`config.mk`:
```
export PLATFORM = sky130hd
export DESIGN_NAME = cdma_spreader_multi
export DESIGN_NICKNAME = d
export VERILOG_FILES = /design/src/rtl/cdma_pkg.sv /design/src/rtl/pn_lfsr.sv /design/src/rtl/cdma_spreader_multi.sv
export SDC_FILE = /design/constraint.sdc
export NUM_CORES = 1
export LEC_CHECK = 0
export CORE_MARGIN = 1
export CORE_UTILIZATION = 35
export CTS_CLUSTER_DIAMETER = 40
export DETAILED_ROUTE_END_ITERATION = 6
export PLACE_DENSITY = 0.64
export SLEW_MARGIN = 30
export SYNTH_ARGS = -nofsm -noshare
export SYNTH_HDL_FRONTEND = slang
export SYNTH_SLANG_ARGS = --single-unit
```
`constraint.sdc`:
```
create_clock -name clk -period 3.2 [get_ports clk]
set_input_delay 0.32 -clock clk [delete_from_list [all_inputs] [get_ports clk]]
set_output_delay 0.32 -clock clk [all_outputs]
set_load 0.1 [all_outputs]
```
`src/rtl/cdma_pkg.sv`:
```
// Shared constants, FSM state type and chip helpers for the CDMA spreader family.
package cdma_pkg;

  localparam int unsigned MaxW        = 32;
  localparam int unsigned DefLfsrW    = 6;
  localparam logic [5:0]  DefLfsrSeed = 6'b101010;
  // x^6 + x^5 + 1, maximal length (period 63)
  localparam logic [5:0]  DefLfsrTaps = 6'b110000;
  localparam int unsigned DefOutW     = 8;
  localparam int          DefAmp      = 100;

  typedef enum logic [0:0] {
    StIdle,
    StRun
  } state_e;

  // Code chip for one user: parity of the PN state masked by the user code.
  function automatic logic chip_parity(input logic [MaxW-1:0] pn, input logic [MaxW-1:0] code);
    return ^(pn & code);
  endfunction

  // BPSK symbol map: 1 -> +amp, 0 -> -amp.
  function automatic logic signed [MaxW-1:0] bpsk_map(input logic b, input int amp);
    return b ? MaxW'(amp) : MaxW'(-amp);
  endfunction

endpackage

```
`src/rtl/pn_lfsr.sv`:
```
// Fibonacci PN generator with restart and all-zero lock-up recovery.
module pn_lfsr
  import cdma_pkg::*;
#(
  parameter int unsigned  W    = DefLfsrW,
  parameter logic [W-1:0] SEED = W'(DefLfsrSeed),
  parameter logic [W-1:0] TAPS = W'(DefLfsrTaps)
) (
  input  logic         clk,
  input  logic         rst_n,
  input  logic         adv,
  input  logic         restart,
  output logic [W-1:0] pn
);

  logic [W-1:0] pn_q, pn_d;

  always_comb begin
    pn_d = pn_q;
    if (restart) begin
      pn_d = SEED;
    end else if (adv) begin
      if (pn_q == '0) begin
        pn_d = SEED;
      end else begin
        pn_d = {pn_q[W-2:0], ^(pn_q & TAPS)};
      end
    end
  end

  always_ff @(posedge clk or negedge rst_n) begin
    if (!rst_n) begin
      pn_q <= SEED;
    end else begin
      pn_q <= pn_d;
    end
  end

  assign pn = pn_q;

endmodule

```
`src/rtl/cdma_spreader_multi.sv`:
```
// Multi-user DSSS spreader: shared PN, per-user code and data handshake, per-user and
// summed BPSK chip outputs registered one cycle after the computing RUN cycle.
module cdma_spreader_multi
  import cdma_pkg::*;
#(
  parameter int unsigned       NUM_USERS     = 2,
  parameter int unsigned       LFSR_W        = DefLfsrW,
  parameter logic [LFSR_W-1:0] LFSR_SEED     = LFSR_W'(DefLfsrSeed),
  parameter logic [LFSR_W-1:0] LFSR_TAPS     = LFSR_W'(DefLfsrTaps),
  parameter int unsigned       CHIPS_PER_BIT = 63,
  parameter int unsigned       OUT_W         = DefOutW,
  parameter int                AMP           = DefAmp,
  localparam int unsigned      SUM_W         = OUT_W + $clog2(NUM_USERS)
) (
  input  logic                          clk,
  input  logic                          rst_n,
  input  logic                          en,
  input  logic                          code_load,
  input  logic [NUM_USERS*LFSR_W-1:0]   code_in,
  input  logic [NUM_USERS-1:0]          s_valid,
  input  logic [NUM_USERS-1:0]          s_data,
  output logic [NUM_USERS-1:0]          s_ready,
  output logic [NUM_USERS*OUT_W-1:0]    chip_out,
  output logic signed [SUM_W-1:0]       sum_out,
  output logic                          out_valid,
  output logic                          sym_start
);

  localparam int unsigned    CntW    = (CHIPS_PER_BIT > 1) ? $clog2(CHIPS_PER_BIT) : 1;
  localparam logic [CntW-1:0] CntLast = CntW'(CHIPS_PER_BIT - 1);

  state_e                          state_q, state_d;
  logic [CntW-1:0]                 cnt_q, cnt_d;
  logic [NUM_USERS*LFSR_W-1:0]     code_q, code_d;
  logic [NUM_USERS-1:0]            active_q, active_d;
  logic [NUM_USERS-1:0]            data_q, data_d;
  logic [NUM_USERS-1:0]            act_eff, dat_eff;
  logic [NUM_USERS-1:0][OUT_W-1:0] chip_d, chip_q;
  logic signed [SUM_W-1:0]         sum_d, sum_q;
  logic                            valid_q, sym_q;
  logic [LFSR_W-1:0]               pn;
  logic                            run, abort, boundary;

  always_comb begin
    state_d = state_q;
    unique case (state_q)
      StIdle: if (en)  state_d = StRun;
      StRun:  if (!en) state_d = StIdle;
    endcase
  end

  // A RUN cycle with en low is the abort cycle: it produces no chip.
  assign run      = (state_q == StRun) && en;
  assign abort    = (state_q == StRun) && !en;
  assign boundary = run && (cnt_q == '0);
  assign s_ready  = {NUM_USERS{boundary}};

  pn_lfsr #(
    .W    (LFSR_W),
    .SEED (LFSR_SEED),
    .TAPS (LFSR_TAPS)
  ) u_lfsr (
    .clk     (clk),
    .rst_n   (rst_n),
    .adv     (run),
    .restart (abort),
    .pn      (pn)
  );

  always_comb begin
    cnt_d = '0;
    if (run) begin
      cnt_d = (cnt_q == CntLast) ? '0 : cnt_q + 1'b1;
    end

    active_d = active_q;
    data_d   = data_q;
    if (abort) begin
      active_d = '0;
    end else if (boundary) begin
      active_d = s_valid;
      data_d   = (data_q & ~s_valid) | (s_data & s_valid);
    end

    code_d = code_q;
    if ((state_q == StIdle) && code_load) begin
      code_d = code_in;
    end
  end

  // Boundary cycle bypasses the accepted bit straight into the first chip.
  assign act_eff = boundary ? s_valid : active_q;
  assign dat_eff = boundary ? s_data  : data_q;

  always_comb begin
    chip_d = '0;
    sum_d  = '0;
    for (int u = 0; u < int'(NUM_USERS); u++) begin
      if (run && act_eff[u]) begin
        chip_d[u] = OUT_W'(bpsk_map(dat_eff[u] ^
                                    chip_parity(MaxW'(pn), MaxW'(code_q[u*LFSR_W +: LFSR_W])),
                                    AMP));
      end
      sum_d = sum_d + SUM_W'($signed(chip_d[u]));
    end
  end

  always_ff @(posedge clk or negedge rst_n) begin
    if (!rst_n) begin
      state_q  <= StIdle;
      cnt_q    <= '0;
      code_q   <= '0;
      active_q <= '0;
      data_q   <= '0;
      chip_q   <= '0;
      sum_q    <= '0;
      valid_q  <= 1'b0;
      sym_q    <= 1'b0;
    end else begin
      state_q  <= state_d;
      cnt_q    <= cnt_d;
      code_q   <= code_d;
      active_q <= active_d;
      data_q   <= data_d;
      chip_q   <= chip_d;
      sum_q    <= sum_d;
      valid_q  <= run;
      sym_q    <= boundary;
    end
  end

  assign chip_out  = chip_q;
  assign sum_out   = sum_q;
  assign out_valid = valid_q;
  assign sym_start = sym_q;

endmodule

```
### Supply network, run 1

Scale bar: 20 microns. Pins as bars on the die edge.
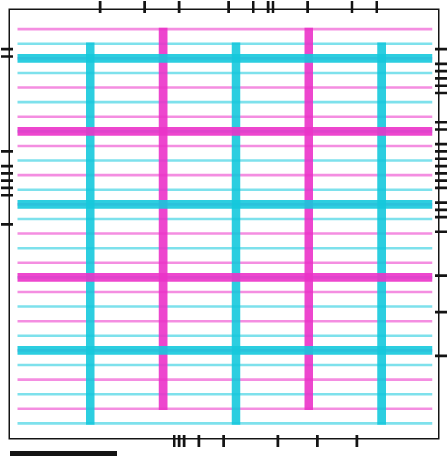
colour	net
cyan	VSS
magenta	VDD
met1 rails	28
rows	27
signal pins	49
maximum VDD drop: 0.000446 V
die height: 79.7 microns
Die X-Extent: 79.7 microns
Placeable Area: 5680 sq um

### Placed cells, one colour a class, run 1

Scale bar: 20 microns.
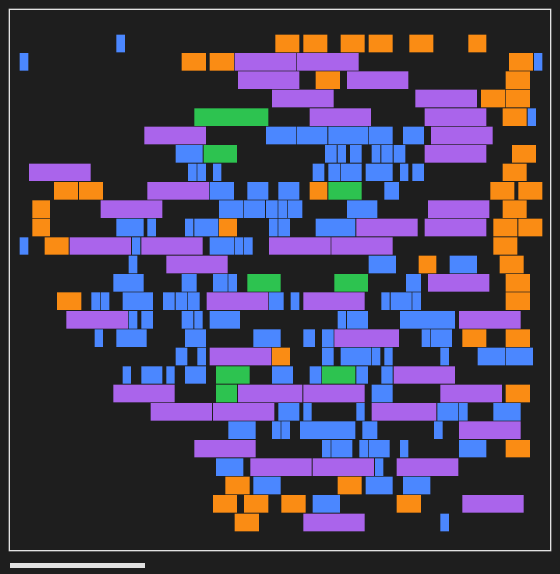
colour	class	cells
purple	sequential cells	44
blue	combinational and other logic	125
orange	remaining buffers and delay cells	46
green	clock drivers and dummy loads	8
sequential portion of the cell area: 41.8%
Post-Route Utilization: 46.5%
FP Rows: 27
design area: 2640 sq um

==> impl_metrics.yaml, run 1 <==
# implementation run metrics
floorplanning:
  pin_count: 49
  fp_util_pct: 37.3
final_layout:
  lay_top_count: "dfrtp_1"
  diodes: 0
  nets: 249
  drive_gt1_share_pct: 17.5
synth:
  synth_flops: 44
  ys_warn_count: 0
  simple_gate_share_pct: 11.7
  synth_stat.cells: 183
  postSynthAreaPerCell_sq_um: 11.6
  synthXorXnorAreaFrac_pct: 7.87
  topCombFamilyByArea: "simple AND/OR/NAND/NOR gates"
routing:
  wl_met3_microns: 163
  highest_layer: "met4"
  drt-vias-per-instance: 4.48
  postRouteAntennaNets: 0
  drt_iter0_markers: 100
  m1WireLength_microns: 1700
final_timing:
  finalSetupViolations: 0
  fin_tns_setup_ns: 0
  max_slew.worst_pin.slew_ns: 0.966
  fin_crit_sh_pct: 86.0
  max_slew_margin_pct: 35.4
  finalCriticalPeriod_ns: 2.75
worst_setup_path:
  cp-end-kind: "register"
  crit_chain: "nand2_4, inv_4, and3_1, mux2i_1, xnor2_1, and2_4, xor2_2, ha_1, a21oi_1, maj3_1"
  cpMaxStageDelayCell: "dfrtp_1"
  crit_cells: 10
  endpoint: "sum_out[8]"
  crit_fanout: 12
placed_design:
  dp_hpwl_microns: 2650
  numPortBuffers: 42
  gp_congestion: 0.741
cts:
  clock-sinks: 44
  h-tree-depth: 2
  cts_tree: "yes"
  ctsResizeCount: 0
  clockBufferDepth: 2
  clk_pin_slew_worst_paths_ns: 0.08
flow_run:
  max_cap_violations: 0
power_and_ir_drop:
  seqPwrFrac_pct: 37.5
  p_leak_nw: 1.19
  pg_comb_mw: 0.676
  p_int_mw: 1.10
outcome:
  outcome: "finished, final reports clean"
global_routing:
  grt_use_met2_pct: 20.1
### Clock network drawn from the DEF, run 1

Scale bar: 20 microns.
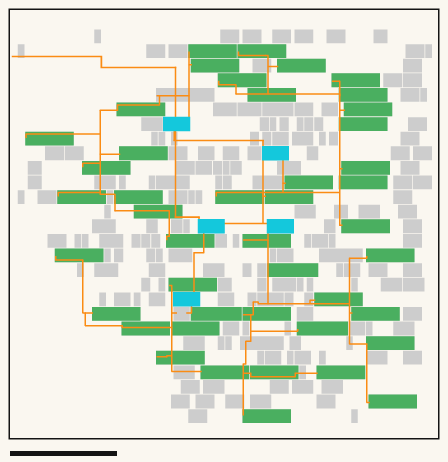
[green] flip-flops | count: 44
[cyan] clock drivers | count: 5
[orange] clock wires | length: 529 microns
routed clock nets	6
Final Skew: 0.0146 ns
Clk. pwr: 0.442 mW
Worst-Skew Late Latency: 0.29 ns

run 1: cells in the mapped netlist (2+ instances only):
master	number	area, sq um
clkbuf_1	2	7.51
o21ai_1	2	10.0
ha_1	7	87.6
xnor3_1	2	45.0
o21ai_0	5	25.0
buf_6	3	33.8
nand2_1	26	97.6
nand3_1	6	30.0
a21oi_1	5	25.0
mux2i_1	4	40.0
mux2_2	14	158
xnor2_1	8	70.1
dfrtp_1	41	1030
inv_1	8	30.0
nor2_1	7	26.3
xor2_1	4	35.0
buf_4	14	105
dfstp_2	3	78.8
nor3_1	3	15.0
o22a_1	3	26.3
run 1: cell type report:
type,count,area share (%)
sequential,44,41.8
multi-input combinational,116,32.0
timing repair buffer,46,16.8
tap,72,3.41
clock buffer,6,3.13
clock inverter,2,1.47
inverter,9,1.37
### Routing congestion map, run 1

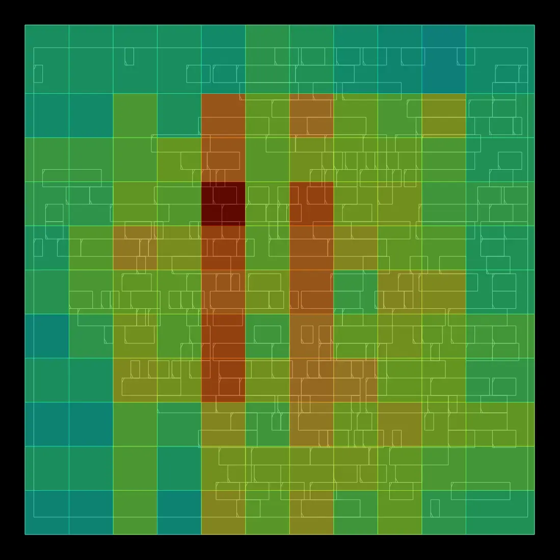

--- run 2 (diff from run 1) ---
--- a/config.mk
+++ b/config.mk
@@ -5,11 +5,14 @@
 export SDC_FILE = /design/constraint.sdc
 export NUM_CORES = 1
 export LEC_CHECK = 0
+export ABC_AREA = 1
+export CELL_PAD_IN_SITES_DETAIL_PLACEMENT = 2
+export CELL_PAD_IN_SITES_GLOBAL_PLACEMENT = 2
 export CORE_MARGIN = 1
-export CORE_UTILIZATION = 35
+export CORE_UTILIZATION = 30
 export CTS_CLUSTER_DIAMETER = 40
 export DETAILED_ROUTE_END_ITERATION = 6
-export PLACE_DENSITY = 0.64
+export PLACE_DENSITY = 0.84
 export SLEW_MARGIN = 30
 export SYNTH_ARGS = -nofsm -noshare
 export SYNTH_HDL_FRONTEND = slang
### Routing congestion map, run 2

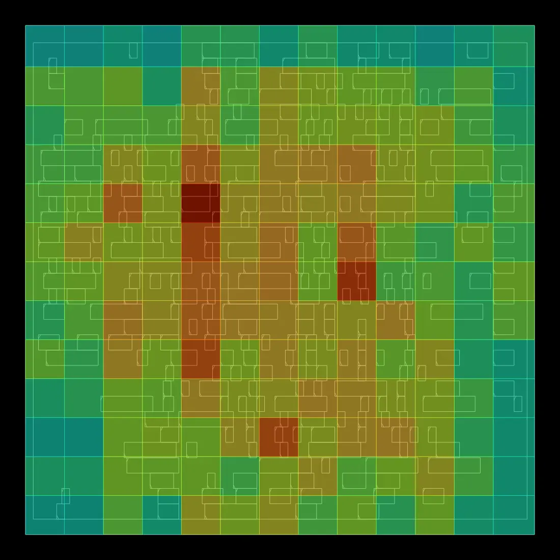
GRT busiest layer: met2
Post-Route Utilization: 38.8%
Total GRT Usage: 16.2%
met3 GRT Util: 2.79%
grt met1 use: 18.1%

### Signal wires by layer, run 2

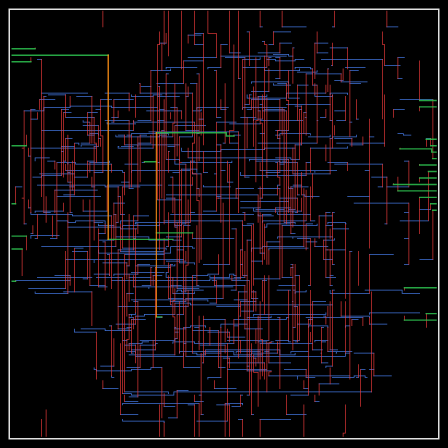
colour	layer	wire length
orange	metal 4	77.5 microns
red	metal 2	3,230 microns
green	metal 3	146 microns
blue	metal 1	2,500 microns
vias after detailed routing: 1,858
Post-Route WL: 5950 microns
Avg WL per Cell: 14.8 microns

==> run 2 against run 1 <==
Count of clock-buffer cells in the layout fell by 1. Register-to-register slack gained 0.11 ns. Worst hold slack better by 0.015 ns. Total power down 10%. Largest power group is now registers. Final cell count is 37% higher. Core utilization is 7.8 points lower. Critical path type unchanged. Non-clock buffer count down 4. Critical path depth is 2 higher. Via count up 40%. Area after synthesis is 10% higher. Worst setup slack improved by 0.11 ns.
==> impl_metrics.yaml, run 2 <==
# implementation run metrics
cts:
  clk_pin_slew_worst_paths_ns: 0.09
  h-tree-depth: 2
  clockBufferDepth: 2
  ctsResizeCount: 0
synth:
  yosys-top-cells-area: "dfrtp_1 44%, nand2_1 13%, mux2_2 5.8%"
  synth_stat.cells: 265
  most_common_cell: "nand2_1"
  postSynthAreaPerCell_sq_um: 8.79
  top_area_share_pct: 44.1
  yosys.area.top_type: "dfrtp_1"
  synth_flops: 44
final_layout:
  lay_top_count: "nand2_1"
  diodes: 0
  nets: 331
  drive_gt1_share_pct: 14.1
worst_setup_path:
  crit_chain: "inv_1, ha_1, nor3b_4, nand2_4, nand2_1, o21ai_2, nor2_2, inv_2, a21oi_1, ha_1, or2_2, nand2_1"
  crit_cells: 12
  cp-end-kind: "register"
  endpoint: "sum_out[6]"
final_timing:
  fin_crit_sh_pct: 82.4
  finalCriticalPeriod_ns: 2.64
  fin_tns_setup_ns: 0
global_routing:
  grt_use_met2_pct: 31.2
floorplanning:
  chipWidth_microns: 90.1
  pin_count: 49
  fp_util_pct: 31.6
  core_area_sq_um: 7370
  fp.dieH_microns: 90.1
routing:
  wl_met3_microns: 145
  drt-vias-per-instance: 4.61
  m1WireLength_microns: 2500
  postRouteAntennaNets: 0
outcome:
  outcome: "finished, final reports clean"
power_and_ir_drop:
  p_leak_nw: 1.46
  ir_drop_v: 0.000199
placed_design:
  gp_congestion: 0.790
flow_run:
  max_cap_violations: 0
## run 2: kinds of logic after synthesis
family	share of synthesized area [%]
and+or+nand+nor	25.8
buffers and inverters	10.6
DFF	47.4
AOI/OAI and AO/OA	4.14
muxes	5.80
adders and majority gates	3.76
xor gates and xnor gates	2.26
other	0.161
## run 2: area by class of cell
class                   count  area, sq um  area share, %
clock buffers               5         68.8           2.41
multi-input cells         174          995           34.8
clock inverters             2         12.5          0.438
well taps                  99          124           4.34
flip-flops and latches     44         1100           38.7
inverters                  37          139           4.86
repair buffers             42          413           14.5
## run 2: report_power, final
| group | switching, mW | internal (mW) | total [mW] |
|---|---|---|---|
| registers | 0.0390 | 0.620 | 0.659 |
| logic | 0.435 | 0.159 | 0.594 |
| clock network | 0.200 | 0.148 | 0.348 |
| total | 0.674 | 0.928 | 1.60 |
Power figures rest on the tool's default switching activity, not on a simulated workload.
